`src/rtl/custom_leds_pwm.sv`:
```
// Memory-mapped PWM LED controller with a prescaled period counter,
// double-buffered duty registers and a per-channel blink gate.
module custom_leds_pwm #(
    parameter int unsigned NUM_LEDS = 8,
    parameter int unsigned PWM_BITS = 8
) (
    input  logic                clk_clk,
    input  logic                reset_reset_n,
    input  logic [5:0]          avs_s0_address,
    input  logic                avs_s0_write,
    input  logic                avs_s0_read,
    input  logic [31:0]         avs_s0_writedata,
    output logic [31:0]         avs_s0_readdata,
    output logic [NUM_LEDS-1:0] leds
);

    localparam logic [PWM_BITS-1:0] DutyMax = '1;

    logic                gen_q;
    logic                inv_q;
    logic [NUM_LEDS-1:0] en_q;
    logic [NUM_LEDS-1:0] blink_q;
    logic [15:0]         prescale_q;
    logic [15:0]         bper_q;
    logic [PWM_BITS-1:0] duty_shadow_q [NUM_LEDS];
    logic [PWM_BITS-1:0] duty_active_q [NUM_LEDS];

    logic [15:0]         pcnt_q;
    logic [PWM_BITS-1:0] cnt_q;
    logic [15:0]         bcnt_q;
    logic                phase_q;

    logic [NUM_LEDS-1:0] leds_d, leds_q;
    logic [31:0]         rdata_d, rdata_q;

    logic wr_ctrl, wr_en, wr_blink, wr_prescale, wr_bper, wr_duty;
    logic clr, tick, boundary;

    always_comb begin
        wr_ctrl     = avs_s0_write && (avs_s0_address == 6'h00);
        wr_en       = avs_s0_write && (avs_s0_address == 6'h01);
        wr_blink    = avs_s0_write && (avs_s0_address == 6'h02);
        wr_prescale = avs_s0_write && (avs_s0_address == 6'h03);
        wr_bper     = avs_s0_write && (avs_s0_address == 6'h04);
        wr_duty     = avs_s0_write && avs_s0_address[5];
        clr         = wr_ctrl && avs_s0_writedata[2];
        tick        = gen_q && (pcnt_q == prescale_q);
        boundary    = tick && (cnt_q == DutyMax);
    end

    always_ff @(posedge clk_clk or negedge reset_reset_n) begin
        if (!reset_reset_n) begin
            gen_q      <= 1'b0;
            inv_q      <= 1'b0;
            en_q       <= '0;
            blink_q    <= '0;
            prescale_q <= '0;
            bper_q     <= '0;
            for (int unsigned i = 0; i < NUM_LEDS; i++) begin
                duty_shadow_q[i] <= '0;
            end
        end else begin
            if (wr_ctrl) begin
                gen_q <= avs_s0_writedata[0];
                inv_q <= avs_s0_writedata[1];
            end
            if (wr_en)       en_q       <= avs_s0_writedata[NUM_LEDS-1:0];
            if (wr_blink)    blink_q    <= avs_s0_writedata[NUM_LEDS-1:0];
            if (wr_prescale) prescale_q <= avs_s0_writedata[15:0];
            if (wr_bper)     bper_q     <= avs_s0_writedata[15:0];
            for (int unsigned i = 0; i < NUM_LEDS; i++) begin
                if (wr_duty && (avs_s0_address[4:0] == 5'(i))) begin
                    duty_shadow_q[i] <= avs_s0_writedata[PWM_BITS-1:0];
                end
            end
        end
    end

    // Counters sit at a period start while disabled, so the active duty tracks the shadow.
    always_ff @(posedge clk_clk or negedge reset_reset_n) begin
        if (!reset_reset_n) begin
            pcnt_q  <= '0;
            cnt_q   <= '0;
            bcnt_q  <= '0;
            phase_q <= 1'b0;
            for (int unsigned i = 0; i < NUM_LEDS; i++) begin
                duty_active_q[i] <= '0;
            end
        end else begin
            if (clr || !gen_q) begin
                pcnt_q  <= '0;
                cnt_q   <= '0;
                bcnt_q  <= '0;
                phase_q <= 1'b0;
            end else if (tick) begin
                pcnt_q <= '0;
                cnt_q  <= cnt_q + PWM_BITS'(1);
                if (boundary) begin
                    if (bcnt_q == bper_q) begin
                        bcnt_q  <= '0;
                        phase_q <= ~phase_q;
                    end else begin
                        bcnt_q <= bcnt_q + 16'd1;
                    end
                end
            end else begin
                pcnt_q <= pcnt_q + 16'd1;
            end
            if (clr || !gen_q || boundary) begin
                for (int unsigned i = 0; i < NUM_LEDS; i++) begin
                    duty_active_q[i] <= duty_shadow_q[i];
                end
            end
        end
    end

    always_comb begin
        leds_d = '0;
        for (int unsigned i = 0; i < NUM_LEDS; i++) begin
            leds_d[i] = gen_q && en_q[i]
                     && ((duty_active_q[i] == DutyMax) || (cnt_q < duty_active_q[i]))
                     && (!blink_q[i] || phase_q);
        end
        leds_d = leds_d ^ {NUM_LEDS{inv_q}};
    end

    // Mux reads the pre-write register values, so a same-cycle write returns old data.
    always_comb begin
        rdata_d = rdata_q;
        if (avs_s0_read) begin
            rdata_d = '0;
            case (avs_s0_address)
                6'h00:   rdata_d = {30'd0, inv_q, gen_q};
                6'h01:   rdata_d = 32'(en_q);
                6'h02:   rdata_d = 32'(blink_q);
                6'h03:   rdata_d = {16'd0, prescale_q};
                6'h04:   rdata_d = {16'd0, bper_q};
                default: begin
                    for (int unsigned i = 0; i < NUM_LEDS; i++) begin
                        if (avs_s0_address[5] && (avs_s0_address[4:0] == 5'(i))) begin
                            rdata_d = 32'(duty_shadow_q[i]);
                        end
                    end
                end
            endcase
        end
    end

    always_ff @(posedge clk_clk or negedge reset_reset_n) begin
        if (!reset_reset_n) begin
            leds_q  <= '0;
            rdata_q <= '0;
        end else begin
            leds_q  <= leds_d;
            rdata_q <= rdata_d;
        end
    end

    assign leds            = leds_q;
    assign avs_s0_readdata = rdata_q;

endmodule

```
`config.mk`:
```
export PLATFORM = sky130hd
export DESIGN_NAME = custom_leds_pwm
export DESIGN_NICKNAME = d
export VERILOG_FILES = /design/src/rtl/custom_leds_pwm.sv
export SDC_FILE = /design/constraint.sdc
export NUM_CORES = 1
export LEC_CHECK = 0
export CORE_MARGIN = 4
export CORE_UTILIZATION = 55
export DETAILED_ROUTE_END_ITERATION = 12
export GPL_TIMING_DRIVEN = 0
export PLACE_DENSITY = 0.73
export SLEW_MARGIN = 20
export SYNTH_ARGS = -nofsm -noshare
export SYNTH_HDL_FRONTEND = slang
export SYNTH_SLANG_ARGS = --single-unit
```
`constraint.sdc`:
```
create_clock -name clk_clk -period 2.8 [get_ports clk_clk]
set_input_delay 0.56 -clock clk_clk [delete_from_list [all_inputs] [get_ports clk_clk]]
set_output_delay 0.56 -clock clk_clk [all_outputs]
set_load 0.1 [all_outputs]
```
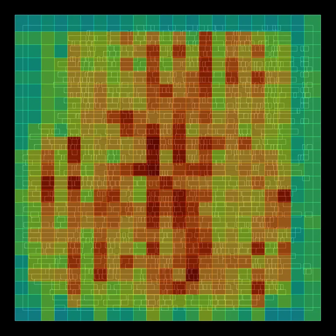
Run 1: routing congestion
global-route layer with the greatest usage: met2
GRT met2 Usage: 42.2%
post-layout utilization of the core: 64.4%
met1 GRT Util: 36.6%
overall routing resource usage: 26.6%

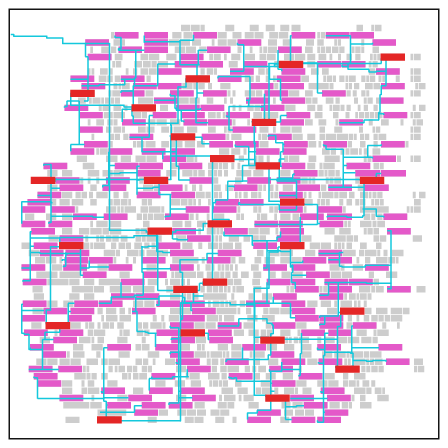
Run 1: clock network drawn from the DEF
flip-flops: drawn in magenta, count 243. cells driving clock nets: drawn in red, count 26. clock wires: drawn in cyan, length 3060 um.
There are 27 routed clock nets. Position of the flops: spread over the die.
clock network fraction of total power: 35.6%
power dissipated in the clock network: 3.50 mW
Clk Latency, worst-skew pair: 0.54 ns

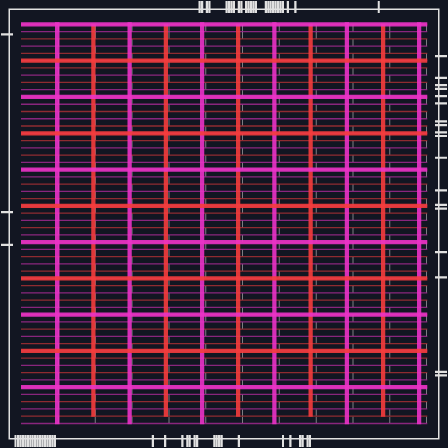
Run 1: floorplan with the power grid
Pins as bars on the die edge. Tap cells in gray.
VDD: drawn in red. VSS: drawn in magenta.
313 tap cells. 11 straps on met4.
Core Region: 22800 um2
die outline height: 160 um
largest vdd supply drop: 0.000543 V

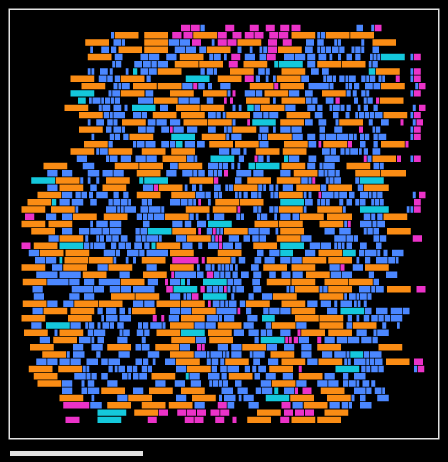
Run 1: cell classes on the final placement
The bar under the picture is 50 um long.
other buffers and delay cells: drawn in magenta, cells 120, share of their area 6.3%. clock drivers and dummy loads: drawn in cyan, cells 48, share of their area 6.1%. all other logic: drawn in blue, cells 847, share of their area 45%. flops: drawn in orange, cells 243, share of their area 43%.
post-route cell area: 14700 um2
fraction of area in registers: 41.5%
standard-cell rows: 55

-- run 1: per-stage QoR --
stage / total power, mW / TNS [ns] / cells / cell area (um2)
floorplan: 5.70 / 0 / 1161 / 12800
global placement: 6.29 / -2260.82 / 1522 / 13700
detailed placement: 6.36 / -52.81 / 1524 / 13800
CTS: 9.85 / 0 / 1572 / 14700
global route: 10.2 / 0 / 1571 / 14700
finish: 9.83 / 0 / 1571 / 14700
-- run 1: worst min path at each step --
stage	cells past startpoint	slack (ns)	to	start
after global routing	1	0.03	duty_active_q[36]$_DFFE_PN0P_	reset_reset_n
final	1	-0.01	duty_active_q[36]$_DFFE_PN0P_	reset_reset_n
after global placement	1	0.49	duty_active_q[36]$_DFFE_PN0P_	duty_active_q[36]$_DFFE_PN0P_
after floorplan	0	0.26	avs_s0_readdata[0]$_DFFE_PN0P_	reset_reset_n
after detailed placement	1	0.49	duty_active_q[59]$_DFFE_PN0P_	duty_active_q[59]$_DFFE_PN0P_
after CTS	1	0.02	duty_active_q[36]$_DFFE_PN0P_	reset_reset_n
-- run 1: cell usage in the layout, fill, tap and decap left out, types with 6 or more instances in the layout --
master,n
sky130_fd_sc_hd__dfrtp_1,238
sky130_fd_sc_hd__mux2_2,173
sky130_fd_sc_hd__inv_1,70
sky130_fd_sc_hd__nand2_1,60
sky130_fd_sc_hd__ha_1,59
sky130_fd_sc_hd__nor2_1,58
sky130_fd_sc_hd__nand4_1,50
sky130_fd_sc_hd__clkdlybuf4s50_1,47
sky130_fd_sc_hd__xnor2_1,40
sky130_fd_sc_hd__clkbuf_1,33
sky130_fd_sc_hd__a21oi_1,32
sky130_fd_sc_hd__nand3_1,29
sky130_fd_sc_hd__o21ai_0,28
sky130_fd_sc_hd__clkbuf_16,27
sky130_fd_sc_hd__o211ai_1,23
sky130_fd_sc_hd__a21o_1,23
sky130_fd_sc_hd__nor3_1,20
sky130_fd_sc_hd__buf_4,19
sky130_fd_sc_hd__buf_2,17
sky130_fd_sc_hd__o22ai_1,17
sky130_fd_sc_hd__nor4_1,16
sky130_fd_sc_hd__conb_1,16
sky130_fd_sc_hd__and3_1,15
sky130_fd_sc_hd__nand2b_1,11
sky130_fd_sc_hd__xor2_1,10
sky130_fd_sc_hd__a22oi_1,10
sky130_fd_sc_hd__or4_1,9
sky130_fd_sc_hd__a211oi_1,8
sky130_fd_sc_hd__nand4b_1,8
sky130_fd_sc_hd__mux4_2,8
sky130_fd_sc_hd__o2bb2ai_1,8
sky130_fd_sc_hd__clkinv_2,8
sky130_fd_sc_hd__a31oi_1,6
-- run 1: power by group --
group          leakage, nW  internal (mW)  switching [mW]
Combinational         2.92          0.781            1.25
Clock                0.428           2.05            1.45
Sequential            3.21           3.94           0.361
-- run 1: routing by layer --
metal,GRT usage (%),share of wire [%]
met4,8.92,3.4
met3,5.93,8.6
met1,36.6,42
met2,42.2,46
met5,0,0
-- run 1: sequential cells by signal, summed over array words and instances (netlist names), 8 cells and up --
register         cells
blink_q              8
bcnt_q              16
avs_s0_readdata     16
duty_shadow_q       64
bper_q              16
leds                 8
cnt_q                8
en_q                 8
pcnt_q              16
prescale_q          16
duty_active_q       64
==> datasheet_impl.txt, run 1 <==
Physical implementation characteristics

Parameter                              Value

Setup path
  Data required time of the worst path    3.21 ns
  Worst-path cell chain    clkdlybuf4s50_1, nor3_1, nand2b_1, o21ai_4, a21oi_4, clkbuf_1, mux2_1
  Crit path to    duty_active_q[62]$_DFFE_PN0P_
  Worst R2R Setup Slack    0.13 ns
  Element type at the critical path end    flip-flop
  Buffers plus inverters on the worst setup path    2
  Crit Path Class    in -> reg
  Startpoint of the worst register-to-register path    cnt_q[2]$_DFFE_PN0P_
  Timing startpoint of the critical path    avs_s0_address[5]
  Number of cells traversed by the worst register-to-register path    5
  Sort of element at the start of the critical path    input port

Yosys
  Chip area line of the yosys report    12800 um2
  Biggest combinational cell group after synthesis    multiplexers
  Proportion of synthesized area in mux cells    17.1%
  Most popular library cell in the synthesized design by count    sky130_fd_sc_hd__dfrtp_1
  Post-synthesis cell area    12800 um2
  Gate Count Post-Synth    1146
  Area leader, netlist    sky130_fd_sc_hd__dfrtp_1
  Number of warnings issued by yosys    0
  Area fraction of the dominant cell type after synthesis    47.6%
  Largest cells by area after synthesis    sky130_fd_sc_hd__dfrtp_1 48%, sky130_fd_sc_hd__mux2_2 15%, sky130_fd_sc_hd__ha_1 5.8%
  Share of async-settable or async-resettable flops after synthesis    100%

Placement
  HPWL after DPL    23.7 mm
  GPL Wtd Cong    0.984
  Worst-case setup slack after placement    -0.639 ns

Finish
  Register Area    6090 um2
  Count of clock buffers in the final design    33
  Fraction of layout instances using a drive strength above 1    22.3%
  Cell type taking the most area    combinational gates
  Layout Area Growth over Synthesis    14.8%
  Final nets    1339
  Multi-input combinational cell area    6150 um2
  Share of the final layout cell area in multi-input gates    41.9%
  Count of inserted antenna diode cells    0
  Seq cells    243
  Clock-cell share of area    5.98%

Timing
  Layout Skew    0.0164 ns
  Final critical delay including setup and external delays    2.73 ns
  Final Hold Fails    4
  Slew @ Worst Pin    0.987 ns
  Final worst hold slack    -0.0100 ns
  Setup repair after global routing missed its margin    no
  Worst Slack Setup Final    0.0666 ns

Outcome
  Violations in the final reports    hold timing
  Result of the run    finished with violations

Die
  # IOs    82
  DIE AREA    25700 um2
  Floorplan-stage core utilization    56.1%

Detailed routing
  Detailed Route WL    34.0 mm
  Antenna-violating nets left    0
  Remaining routing DRC violations    0

Clock network
  CTS tree    yes
  Number of buffers inserted to repair setup after CTS    0
  Root Buffer Master    sky130_fd_sc_hd__clkbuf_16
  Sink Count    243
  CTS clk-pin slew, worst paths    0.06 ns
  Count of H-tree levels built during CTS    1

Global routing
  GRT Residual Overflow    0
  Via count of the first global-routing pass    9631
  Wire length of the first global-routing pass    54.1 mm
  Antenna violations before repair    0

Run
  Number of OpenROAD warnings    42

Pwr
  Leak pwr    6.55 nW

Min path
  Kind of path behind the tightest hold check    in -> async
Run 1, where the registers sit:
Other sequential cells in the stronger gray, the rest of the logic in the fainter gray.
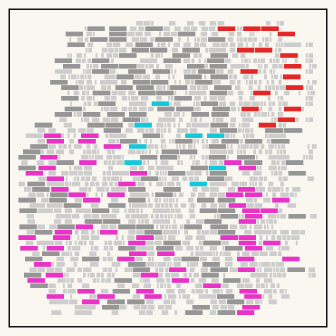

==> inputs of run 2 (changes only) <==
--- a/config.mk
+++ b/config.mk
@@ -8,8 +8,8 @@
 export CORE_MARGIN = 4
 export CORE_UTILIZATION = 55
 export DETAILED_ROUTE_END_ITERATION = 12
-export GPL_TIMING_DRIVEN = 0
 export PLACE_DENSITY = 0.73
+export RECOVER_POWER = 25
 export SLEW_MARGIN = 20
 export SYNTH_ARGS = -nofsm -noshare
 export SYNTH_HDL_FRONTEND = slang
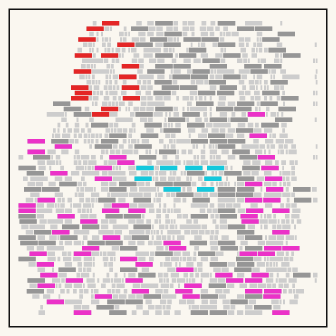
Run 2: where the registers sit
Other sequential cells in the stronger gray, the rest of the logic in the fainter gray.
en_q: drawn in cyan, sequential cells 8, where center. bcnt_q: drawn in red, sequential cells 16. duty_active_q: drawn in magenta, sequential cells 64.
post-layout utilization of the core: 64.5%
Power Sequential: 4.30 mW
Register Area: 6080 um2

==> run 2 against run 1 <==
The run ends with capacitance limit, slew limit left; total power decreased by 0.22%; setup slack better by 0.25 ns; area after synthesis unchanged; register-to-register slack improved by 0.18 ns; maximum frequency increased by 9.9%; clock skew fell by 0.00086 ns; global-route usage shrank 1.7 points; sequential share of layout area fell by 0.099 points; largest cell class unchanged.
==> datasheet_impl.txt, run 2 <==
Physical implementation characteristics

Parameter                              Value

Placement
  GPL Wtd Cong    0.922 (-6.4%)
  Total cell area at the placement stage    13800 um2 (+0.46%)
  HPWL after DPL    22.9 mm (-3.6%)
  Number of input and output port buffers inserted    49

Run
  Number of OpenROAD warnings    42 (unchanged)
  Number of max-cap violations    1

Clock network
  Count of H-tree levels built during CTS    1 (unchanged)
  CTS clk-pin slew, worst paths    0.06 ns (about the same)
  Number of clock buffers inserted by TritonCTS    26
  Number of buffers inserted to repair setup after CTS    0 (unchanged)
  Clk Latency, worst-skew pair    0.53 ns (about the same)
  Root Buffer Master    sky130_fd_sc_hd__clkbuf_16
  CTS max path bufs    3
  CTS tree    yes
  Sink Count    243 (unchanged)

Setup path
  Number of cells traversed by the worst register-to-register path    7 (+2)
  Worst-path cell chain    xnor2_1, nand4_1, nor4_1, buf_4, nand2_1, nor2_1, mux2_2
  Crit Reg-Reg Endpoint    bcnt_q[0]$_DFFE_PN0P_
  Arrival time worst endpoint    2.95 ns
  Timing startpoint of the critical path    pcnt_q[8]$_DFF_PN0_
  Worst R2R Setup Slack    0.31 ns (+0.18 ns)
  Sort of element at the start of the critical path    flip-flop
  Element type at the critical path end    flip-flop
  Worst Path Max Fanout    11
  Crit path to    bcnt_q[0]$_DFFE_PN0P_
  Standard cell with the maximum stage delay on the critical path    sky130_fd_sc_hd__nor2_1
  Data required time of the worst path    3.27 ns (+0.06 ns)
  Crit Path Class    reg -> reg
  Startpoint of the worst register-to-register path    pcnt_q[8]$_DFF_PN0_
  Critical path's largest stage delay    0.66 ns

Yosys
  Share of async-settable or async-resettable flops after synthesis    100% (unchanged)
  XOR Share, Synth    3.43%
  Biggest combinational cell group after synthesis    multiplexers
  Share of synthesized cell area in and, or, nand and nor gates    12.0%
  Chip area line of the yosys report    12800 um2 (unchanged)
  Yosys cell types    51
  Post-Synth Adder-Cell Area    5.78%
  Avg Inst Size Synth    11.2 um2
  Area leader, netlist    sky130_fd_sc_hd__dfrtp_1
  Largest cells by area after synthesis    sky130_fd_sc_hd__dfrtp_1 48%, sky130_fd_sc_hd__mux2_2 15%, sky130_fd_sc_hd__ha_1 5.8%
  Ranking of synthesized cells by instance count    243 x sky130_fd_sc_hd__dfrtp_1, 173 x sky130_fd_sc_hd__mux2_2, 70 x sky130_fd_sc_hd__inv_1, 60 x sky130_fd_sc_hd__nand2_1, 59 x sky130_fd_sc_hd__ha_1
  AND-OR/OR-AND share of the synthesized area    9.17%
  Predominant post-synthesis flop cell    sky130_fd_sc_hd__dfrtp_1
  Area fraction of the dominant cell type after synthesis    47.6% (unchanged)
  Portion of the post-synthesis area used by sequential elements    47.6%
  Most popular library cell in the synthesized design by count    sky130_fd_sc_hd__dfrtp_1
  Post-synthesis cell area    12800 um2 (unchanged)
  Proportion of synthesized area in mux cells    17.1% (unchanged)
  Number of warnings issued by yosys    0 (unchanged)
  Gate Count Post-Synth    1146 (unchanged)
  Number of register bits inferred by synthesis    243
  Yosys stat cell total    1146
  Count of flip-flops with a built-in enable after synthesis    0

Finish
  Most common cell after layout, fill and taps aside    sky130_fd_sc_hd__dfrtp_1
  Layout Area Growth over Synthesis    14.9%
  Top logic cells by instance count in the layout    243 x sky130_fd_sc_hd__dfrtp_1, 173 x sky130_fd_sc_hd__mux2_2, 72 x sky130_fd_sc_hd__buf_4
  Largest registers    duty_active_q: 64 flops, duty_shadow_q: 64 flops
  Final nets    1325 (-1.0%)
  Post-route cell area    14700 um2 (+0.14%)
  Fraction of layout instances using a drive strength above 1    25.2% (+2.8 points)

Die
  Core Region    22800 um2 (unchanged)
  DIE AREA    25700 um2 (unchanged)
  Die outline height    160 um (unchanged)
  # IOs    82 (unchanged)
  Floorplan-stage core utilization    56.1% (unchanged)
  Standard-cell rows    55 (unchanged)
  Horizontal die dimension    160 um

Pwr
  Largest vdd supply drop    0.000571 V (+5.2%)
  PwrDens    668 nW/um2
  Combinational share of power    20.4% (-0.2 points)
  Leak pwr    6.67 nW (+1.8%)
  Switching part of the total    30.0% (-1.1 points)
  Switching power    2.94 mW (-3.7%)
  Cell Int Power    6.87 mW (+1.3%)
  Clock network fraction of total power    35.8% (+0.2 points)
  Flop pwr share    43.9% (about the same)

Detailed routing
  Number of DRC violations after detailed-routing iteration 0    1100
  Drt pass-1 iters    6
  Mean number of vias per cell    6.06
  Antenna-violating nets left    0 (unchanged)
  Final routed wire length divided by cell count    20.8 um
  Remaining routing DRC violations    0 (unchanged)
  Detailed Route WL    32.4 mm (-4.6%)
  DR vias    9435

Global routing
  Wire length of the first global-routing pass    51.0 mm (-5.7%)
  Via count of the first global-routing pass    9262 (-3.8%)
  Antenna violations before repair    0 (unchanged)
  Overall routing resource usage    24.9% (-1.7 points)
  GRT Residual Overflow    0 (unchanged)
  Maximum number of pins on one net before global-route repair    66

Timing
  Final number of max-transition violations    64
  F_max    0.402 GHz
  Setup TNS    0 ns (unchanged)
  Final Hold Fails    0 (-4)
  Final setup violation count    0
  Layout Skew    0.0155 ns (-0.000863 ns)
  Worst relative slew slack    -7.22%
  Slew @ Worst Pin    1.61 ns (+0.621 ns)
  Part of the cycle the worst path needs    88.8%
  Final critical delay including setup and external delays    2.49 ns (-0.246 ns)
  Setup repair after global routing missed its margin    no

Outcome
  Result of the run    finished with violations
  Violations in the final reports    capacitance limit, slew limit

Min path
  Kind of path behind the tightest hold check    reg -> reg
run 2: timing repair:
item | 4_1_cts | 5_1_grt
hold endpoints to repair | 37 | 0
resized | 0 | 0
hold buffers | 1 | 0
run 2: cell type report:
cell class              instances  area, um2
diodes                          3       7.51
clock buffers                  34        742
well taps                     313        392
repair buffers                106        938
inverters                      71        267
flip-flops and latches        243       6080
multi-input cells             776       6140
clock inverters                10        125
fillers                      1695       8090
run 2: logic make-up (layout without fill, tap and decap cells):
family	count (synthesis)	count (layout)
multiplexers	187	187
adder cells (fa/ha/maj)	59	59
AND-OR/OR-AND	175	175
AND/OR/NAND/NOR	289	289
flip-flops	243	243
XOR/XNOR	50	50
buffers and inverters	142	221
other	1	19
run 2: worst min path at each step:
stage	slack [ns]	to	depth (start not counted)	from
finish	0.50	duty_active_q[20]$_DFFE_PN0P_	1	duty_active_q[20]$_DFFE_PN0P_
global route	0.53	duty_active_q[59]$_DFFE_PN0P_	1	duty_active_q[59]$_DFFE_PN0P_
CTS	0.51	duty_active_q[20]$_DFFE_PN0P_	1	duty_active_q[20]$_DFFE_PN0P_
detailed placement	0.49	duty_active_q[50]$_DFFE_PN0P_	1	duty_active_q[50]$_DFFE_PN0P_
global placement	0.49	duty_active_q[45]$_DFFE_PN0P_	1	duty_active_q[45]$_DFFE_PN0P_
floorplan	0.26	avs_s0_readdata[0]$_DFFE_PN0P_	0	reset_reset_n
run 2: per-stage QoR:
stage          power [mW]  hold WS, ns  instances  worst slack (ns)
6_report             9.81        0.501       1556             0.313
5_1_grt              10.2        0.530       1553             0.146
3_5_place_dp         6.35        0.493       1508            0.0637
3_3_place_gp         6.27        0.490       1508            0.0627
2_1_floorplan        5.70        0.264       1161             0.714
4_1_cts              9.87        0.507       1553             0.353
run 2: metal layers:
layer	GRT usage, %	up-vias	share of wire [%]
met2	41.1	325	48
met3	3.57	59	6.3
met4	6.77	0	2.8
met1	34.7	4742	43
met5	0	-	0
li1	-	4309	-
run 2: worst max-delay path: cells and delay by family (launching register included):
family / cells / cell delay, ns
muxes: 1 / 0.28
and+or+nand+nor: 4 / 1.32
DFF: 1 / 0.43
xor gates and xnor gates: 1 / 0.21
buffers and inverters: 1 / 0.19
run 2: power by group through the flow:
stage | Sequential, mW | Combinational [mW] | Clock (mW)
floorplan | 4.53 | 1.18 | 0
global placement | 4.33 | 1.94 | 0
detailed placement | 4.36 | 1.99 | 0
CTS | 4.30 | 2.01 | 3.56
global route | 4.35 | 2.16 | 3.72
finish | 4.30 | 2.00 | 3.51
Power figures rest on the tool's default switching activity, not on a simulated workload.
